**config.mk**
```make
export PLATFORM = sky130hd
export DESIGN_NAME = qu_uop_queue
export DESIGN_NICKNAME = d
export VERILOG_FILES = /design/src/rtl/qu_uop_queue.sv
export SDC_FILE = /design/constraint.sdc
export NUM_CORES = 2
export LEC_CHECK = 0
export ABC_CLOCK_PERIOD_IN_PS = 7300
export CAP_MARGIN = 10
export CELL_PAD_IN_SITES_DETAIL_PLACEMENT = 1
export CELL_PAD_IN_SITES_GLOBAL_PLACEMENT = 1
export CORE_ASPECT_RATIO = 1.75
export CORE_MARGIN = 2
export CORE_UTILIZATION = 35
export CTS_BUF_LIST = sky130_fd_sc_hd__clkbuf_4 sky130_fd_sc_hd__clkbuf_8 sky130_fd_sc_hd__clkbuf_16
export CTS_CLUSTER_SIZE = 10
export DETAILED_ROUTE_END_ITERATION = 8
export GPL_ROUTABILITY_DRIVEN = 0
export HOLD_SLACK_MARGIN = 0.15
export PLACE_DENSITY = 0.6
export RECOVER_POWER = 50
export SLEW_MARGIN = 20
export SYNTH_ARGS = -nofsm -noshare
export SYNTH_HDL_FRONTEND = slang
export SYNTH_SLANG_ARGS = --single-unit
```
**constraint.sdc**
```tcl
create_clock -name clk -period 7.3 [get_ports clk]
set_input_delay 1.095 -clock clk [delete_from_list [all_inputs] [get_ports clk]]
set_output_delay 1.095 -clock clk [all_outputs]
set_load 0.01 [all_outputs]
```
**src/rtl/qu_uop_queue.sv**
```systemverilog
// qu_uop_queue: multi-lane circular FIFO of packed micro-ops between rename and issue.
// It accepts up to ENQ_LANES writes and DEQ_LANES reads per cycle, and a one-cycle flush
// recovers from a branch mispredict.

package qu_uop;
  localparam int unsigned UOP_WIDTH = 32;
endpackage

module qu_uop_queue #(
  parameter int unsigned DEPTH     = 16,
  parameter int unsigned UOP_W     = qu_uop::UOP_WIDTH,
  parameter int unsigned ENQ_LANES = 2,
  parameter int unsigned DEQ_LANES = 2,
  parameter int unsigned CNT_W     = $clog2(DEPTH + 1)
) (
  input  logic                       clk,
  input  logic                       rstn,
  input  logic                       flush,
  input  logic [ENQ_LANES-1:0]       enq_valid,
  input  logic [ENQ_LANES*UOP_W-1:0] enq_uop,
  output logic                       enq_ready,
  output logic [DEQ_LANES-1:0]       deq_valid,
  output logic [DEQ_LANES*UOP_W-1:0] deq_uop,
  input  logic [DEQ_LANES-1:0]       deq_ready,
  output logic [CNT_W-1:0]           count,
  output logic                       full,
  output logic                       empty
);

  localparam int unsigned PtrW     = (DEPTH > 1) ? $clog2(DEPTH) : 1;
  localparam int unsigned MaxLanes = (ENQ_LANES > DEQ_LANES) ? ENQ_LANES : DEQ_LANES;

  // Reject geometries where pointer wrap by truncation would be wrong.
  if (((DEPTH & (DEPTH - 1)) != 0) || (DEPTH < 2 * MaxLanes) ||
      (ENQ_LANES < 1) || (DEQ_LANES < 1)) begin : gen_param_check
    $fatal(1, "qu_uop_queue: DEPTH must be a power of two and >= 2*max(lanes)");
  end

  logic [PtrW-1:0]  head_q, head_d;
  logic [PtrW-1:0]  tail_q, tail_d;
  logic [CNT_W-1:0] count_q, count_d;
  logic [UOP_W-1:0] mem_q [DEPTH];
  logic [UOP_W-1:0] mem_d [DEPTH];

  logic [CNT_W-1:0] free_slots;
  logic [CNT_W-1:0] n_enq;
  logic [CNT_W-1:0] n_deq;
  logic             enq_fire;

  // Status flags and the accept decision, all from registered occupancy only.
  always_comb begin
    free_slots = CNT_W'(DEPTH) - count_q;
    enq_ready  = (free_slots >= CNT_W'(ENQ_LANES));
    full       = (count_q == CNT_W'(DEPTH));
    empty      = (count_q == '0);
    count      = count_q;
    enq_fire   = enq_ready && !flush;
  end

  // Per-lane output valid and combinational storage read; idle lanes drive zero.
  always_comb begin
    deq_valid = '0;
    deq_uop   = '0;
    for (int i = 0; i < DEQ_LANES; i++) begin
      deq_valid[i] = (count_q > CNT_W'(i));
      if (deq_valid[i]) begin
        deq_uop[i*UOP_W +: UOP_W] = mem_q[head_q + PtrW'(i)];
      end
    end
  end

  // Number of lanes actually transferred in each direction this cycle.
  always_comb begin
    n_enq = '0;
    n_deq = '0;
    for (int i = 0; i < ENQ_LANES; i++) begin
      if (enq_valid[i]) begin
        n_enq = n_enq + 1'b1;
      end
    end
    for (int i = 0; i < DEQ_LANES; i++) begin
      if (deq_ready[i] && deq_valid[i]) begin
        n_deq = n_deq + 1'b1;
      end
    end
    if (!enq_fire) begin
      n_enq = '0;
    end
    if (flush) begin
      n_deq = '0;
    end
  end

  // Storage write: lane i lands at tail+i, wrapping through pointer truncation.
  always_comb begin
    mem_d = mem_q;
    for (int i = 0; i < ENQ_LANES; i++) begin
      if (CNT_W'(i) < n_enq) begin
        mem_d[tail_q + PtrW'(i)] = enq_uop[i*UOP_W +: UOP_W];
      end
    end
  end

  // Pointer and occupancy next state; flush collapses the queue to empty.
  always_comb begin
    head_d  = head_q + PtrW'(n_deq);
    tail_d  = tail_q + PtrW'(n_enq);
    count_d = count_q + n_enq - n_deq;
    if (flush) begin
      head_d  = '0;
      tail_d  = '0;
      count_d = '0;
    end
  end

  // Control state with synchronous active-low reset.
  always_ff @(posedge clk) begin
    if (!rstn) begin
      head_q  <= '0;
      tail_q  <= '0;
      count_q <= '0;
    end else begin
      head_q  <= head_d;
      tail_q  <= tail_d;
      count_q <= count_d;
    end
  end

  // Storage carries no reset; stale entries are never visible past count.
  always_ff @(posedge clk) begin
    mem_q <= mem_d;
  end

  // Valid/ready lanes must form a contiguous run starting at lane 0.
  a_enq_contig : assert property (@(posedge clk) disable iff (!rstn)
    ((enq_valid & (enq_valid + 1'b1)) == '0))
    else $error("qu_uop_queue: non-contiguous enq_valid %b", enq_valid);

  a_deq_contig : assert property (@(posedge clk) disable iff (!rstn)
    ((deq_ready & (deq_ready + 1'b1)) == '0))
    else $error("qu_uop_queue: non-contiguous deq_ready %b", deq_ready);

  a_count_bound : assert property (@(posedge clk) disable iff (!rstn)
    (count_q <= CNT_W'(DEPTH)))
    else $error("qu_uop_queue: occupancy out of range %0d", count_q);

endmodule
```
==> results.rst <==
Synthesis and place-and-route
=============================

.. list-table::
   :header-rows: 1

   * - Metric
     - Value
   * - FP Core Util
     - roughly a third
   * - Setup repair after global routing missed its margin
     - false
   * - Pin count of the biggest net entering global routing
     - approximately 230
   * - Run status
     - finished, violations left
   * - Leak
     - between 10 and 15 nW
   * - Vias per Instance
     - 7.65
   * - Most frequent cells after synthesis
     - sky130_fd_sc_hd__o21ai_0 (573), sky130_fd_sc_hd__a31oi_1 (543), sky130_fd_sc_hd__dfxtp_1 (525)
   * - Slowest stage delay, CP
     - 2.42 ns
   * - Portion of the post-synthesis area used by sequential elements
     - 31.4%
   * - Fraction of power spent switching nets
     - 49.5%
   * - Clock slew seen by the registers of the worst setup and hold paths
     - 0.06 ns
   * - Net count after synthesis
     - around 4,000
   * - Placed wire-length estimate
     - just over 100,000 um
   * - Total area of multi-input combinational cells
     - roughly 0.02 mm^2
   * - Clock sink count
     - approximately 530
   * - Mux share of post-synthesis cell area
     - between 10% and 20%
   * - CTS resizes
     - 0
   * - Hold Path Stages
     - 2
   * - I/O pin count
     - 145
   * - Kind of critical path
     - flip-flop to flip-flop
   * - Number of hold buffers added after CTS
     - 0
   * - Sink of the worst hold path
     - mem_q[179]$_DFF_P_
   * - Synthesized area per cell
     - 8.58 um^2
   * - Post-layout net count
     - 3,669
   * - Cell total in the yosys stat output
     - 3,893
   * - R2r endpoint
     - mem_q[352]$_DFF_P_
   * - Power consumed by sequential cells
     - about 3.6 mW
   * - R2R setup slack
     - between 0.7 and 0.8 ns
   * - Class of the tightest hold or removal check
     - flip-flop to flip-flop
   * - Switch Pwr
     - 6.43 mW
   * - Final routed DRC violation total
     - 0
   * - Cell breakdown of the critical path
     - inv_1, ha_1, and2_0, ha_1, nor3b_1, o211a_1, clkinv_16, nand3_1, clkbuf_1, a31oi_1
   * - TritonCTS clock tree
     - yes
   * - Longest Clk Path Bufs
     - 3
   * - Fillers
     - between 10,000 and 15,000
   * - CTS root buf
     - sky130_fd_sc_hd__clkbuf_16
   * - First drt pass iteration count
     - 6
   * - Final-layout setup total negative slack
     - 0 ns
   * - Worst-case headroom to the max-slew limit
     - -134%
   * - Total of warnings raised by yosys
     - 0
   * - Post-synth area from yosys stat
     - 0.0334 mm^2
   * - Overflow after GRT
     - 0
   * - Width of the chip
     - between 200 and 250 um
   * - Worst setup path startpoint
     - count[0]$_SDFF_PP0_
   * - Cell taking the most area after synthesis
     - sky130_fd_sc_hd__dfxtp_1
   * - Maximum fanout encountered on the critical timing path
     - 152
   * - Synthesized-area fraction occupied by adder cells
     - less than 1%
   * - Launching point of the worst reg2reg path
     - count[0]$_SDFF_PP0_
   * - Post-placement worst setup slack
     - 2.34 ns
   * - CP Data Required Time
     - 7.68 ns
   * - Syn-to-layout area delta
     - 8.73%
   * - Via count of the first global-routing pass
     - 36,700
   * - Seq pwr share
     - between 20% and 30%
   * - Most common cell after layout, fill and taps aside
     - sky130_fd_sc_hd__o21ai_0
   * - Cells after DPL
     - 4,730
   * - Cell internal pwr
     - about 6.6 mW
   * - Layout cells sized above 1
     - 13.5%
   * - Capture point of the worst path
     - mem_q[352]$_DFF_P_
   * - Mapped Area
     - 0.0334 mm^2
   * - # Max-Cap Violations
     - 17
   * - Number of slew-limit violations in the final report
     - between 500 and 600
   * - Cell mode on critical path
     - sky130_fd_sc_hd__ha_1
   * - Instance tally after logic synthesis
     - slightly below 4,000
   * - Cell with the most instances after synthesis
     - sky130_fd_sc_hd__o21ai_0
   * - Number of hold violations in the final report
     - 0
   * - Post-synthesis sequential element count
     - 525
   * - Maximum level of the CTS H-tree
     - 2
   * - Fmax achieved
     - roughly 150 MHz
   * - CP max-delay cell
     - sky130_fd_sc_hd__clkbuf_1
   * - Crit path DAT
     - 6.88 ns
   * - Dominant kind of combinational cell
     - AND-OR/OR-AND gates
   * - Top flip-flop cell by instance count after synthesis
     - sky130_fd_sc_hd__dfxtp_1
   * - FF/Latch Area
     - 0.0105 mm^2
   * - Min Clock Period, post-route
     - 6.50 ns
   * - Final period utilization
     - about nine tenths
   * - Placed cell areas
     - about 0.035 mm^2
   * - Violations in the final reports
     - capacitance limit, slew limit
   * - CP Launch Type
     - flip-flop
   * - Share of synthesized cell area in and-or and or-and compound cells
     - 21.8%
   * - Hold Path Origin
     - mem_q[179]$_DFF_P_
   * - Number of antenna-violating nets in the routed design
     - 0
   * - Clock Skews
     - about 0.026 ns
   * - Number of buffers created by CTS
     - 59
   * - Setup violation total in the final timing report
     - 0
## final cells by class
cell class	instances	area share [%]
Clock buffer	73	4.47
Inverter	17	0.248
Tap cell	1216	4.19
Timing Repair Buffer	248	6.19
Antenna cell	8	0.0551
Sequential cell	525	29.0
Multi-Input combinational cell	2724	55.8
Clock inverter	2	0.0689
## metal layers
metal  GRT usage, %  wire [um]  up-vias
li1               -          -    14700
met1           45.1      69200    18800
met2           59.5      86200     2468
met3           7.24      17200      854
met4           27.0      15400        8
met5              0         45        -
## worst max-delay path, delay by kind of cell, from the launching register on
family          cells  cell delay, ns
compound gates      2            1.23
fa+ha+maj           2            0.51
buf+inv             3            3.17
flops               1            0.47
simple gates        3            0.71
## sequential cells by signal, summed over array words and instances, names as in the netlist
name / flops
mem_q: 512
count: 5
head_q: 4
tail_q: 4
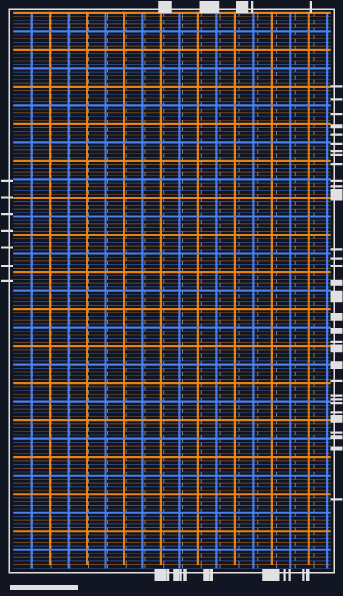
*Power grid*
The bar under the picture is 50 um long. Pins as bars on the die edge. Tap cells in grey.
legend:
  orange:
    net: VDD
  blue:
    net: VSS
met5 straps: 30
met1 rails: 151
signal pins: 145
tap cells: 1,216
met4 straps: 17
worst vdd ir: 0.553 mV
Core Box Area: 0.0952 mm^2
die y size: 413 um

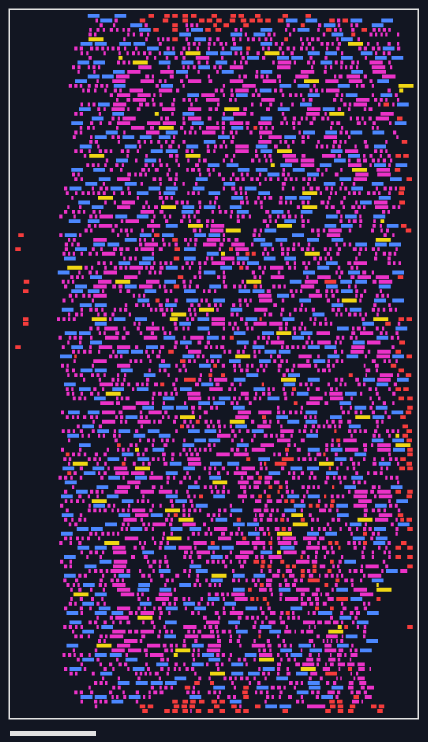
*Placement by cell class*
The bar under the picture is 50 um long.
legend:
  yellow:
    class: clock drivers and dummy loads
    cells: 75
  magenta:
    class: combinational and other logic
    cells: 2,741
  red:
    class: remaining buffers and delay cells
    cells: 248
  blue:
    class: sequential cells
    cells: 525
post-route cell area: 0.0363 mm^2
Final Core Density: 38.2%
cell row count: 150

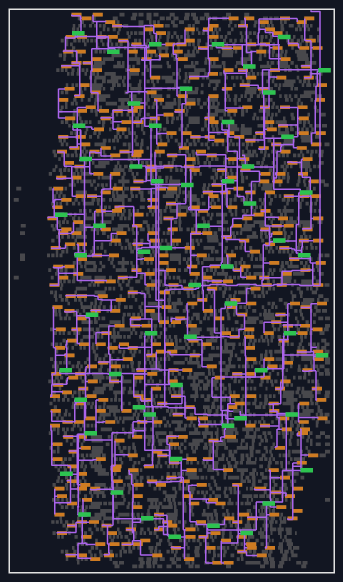
*Clock wires, drivers and flops*
legend:
  purple:
    item: clock wires
    length: 9,230 um
  orange:
    item: flip-flops
    count: 525
  green:
    item: clock drivers
    count: 59
flops lie: spread over the die
routed clock nets: 60
share of total power in the clock network: 22.2%
clock insertion delay at the later pin of the skew report: 0.68 ns
clock group total power: 2.89 mW

No activity file was given, so power comes from the tool's default toggle rates.
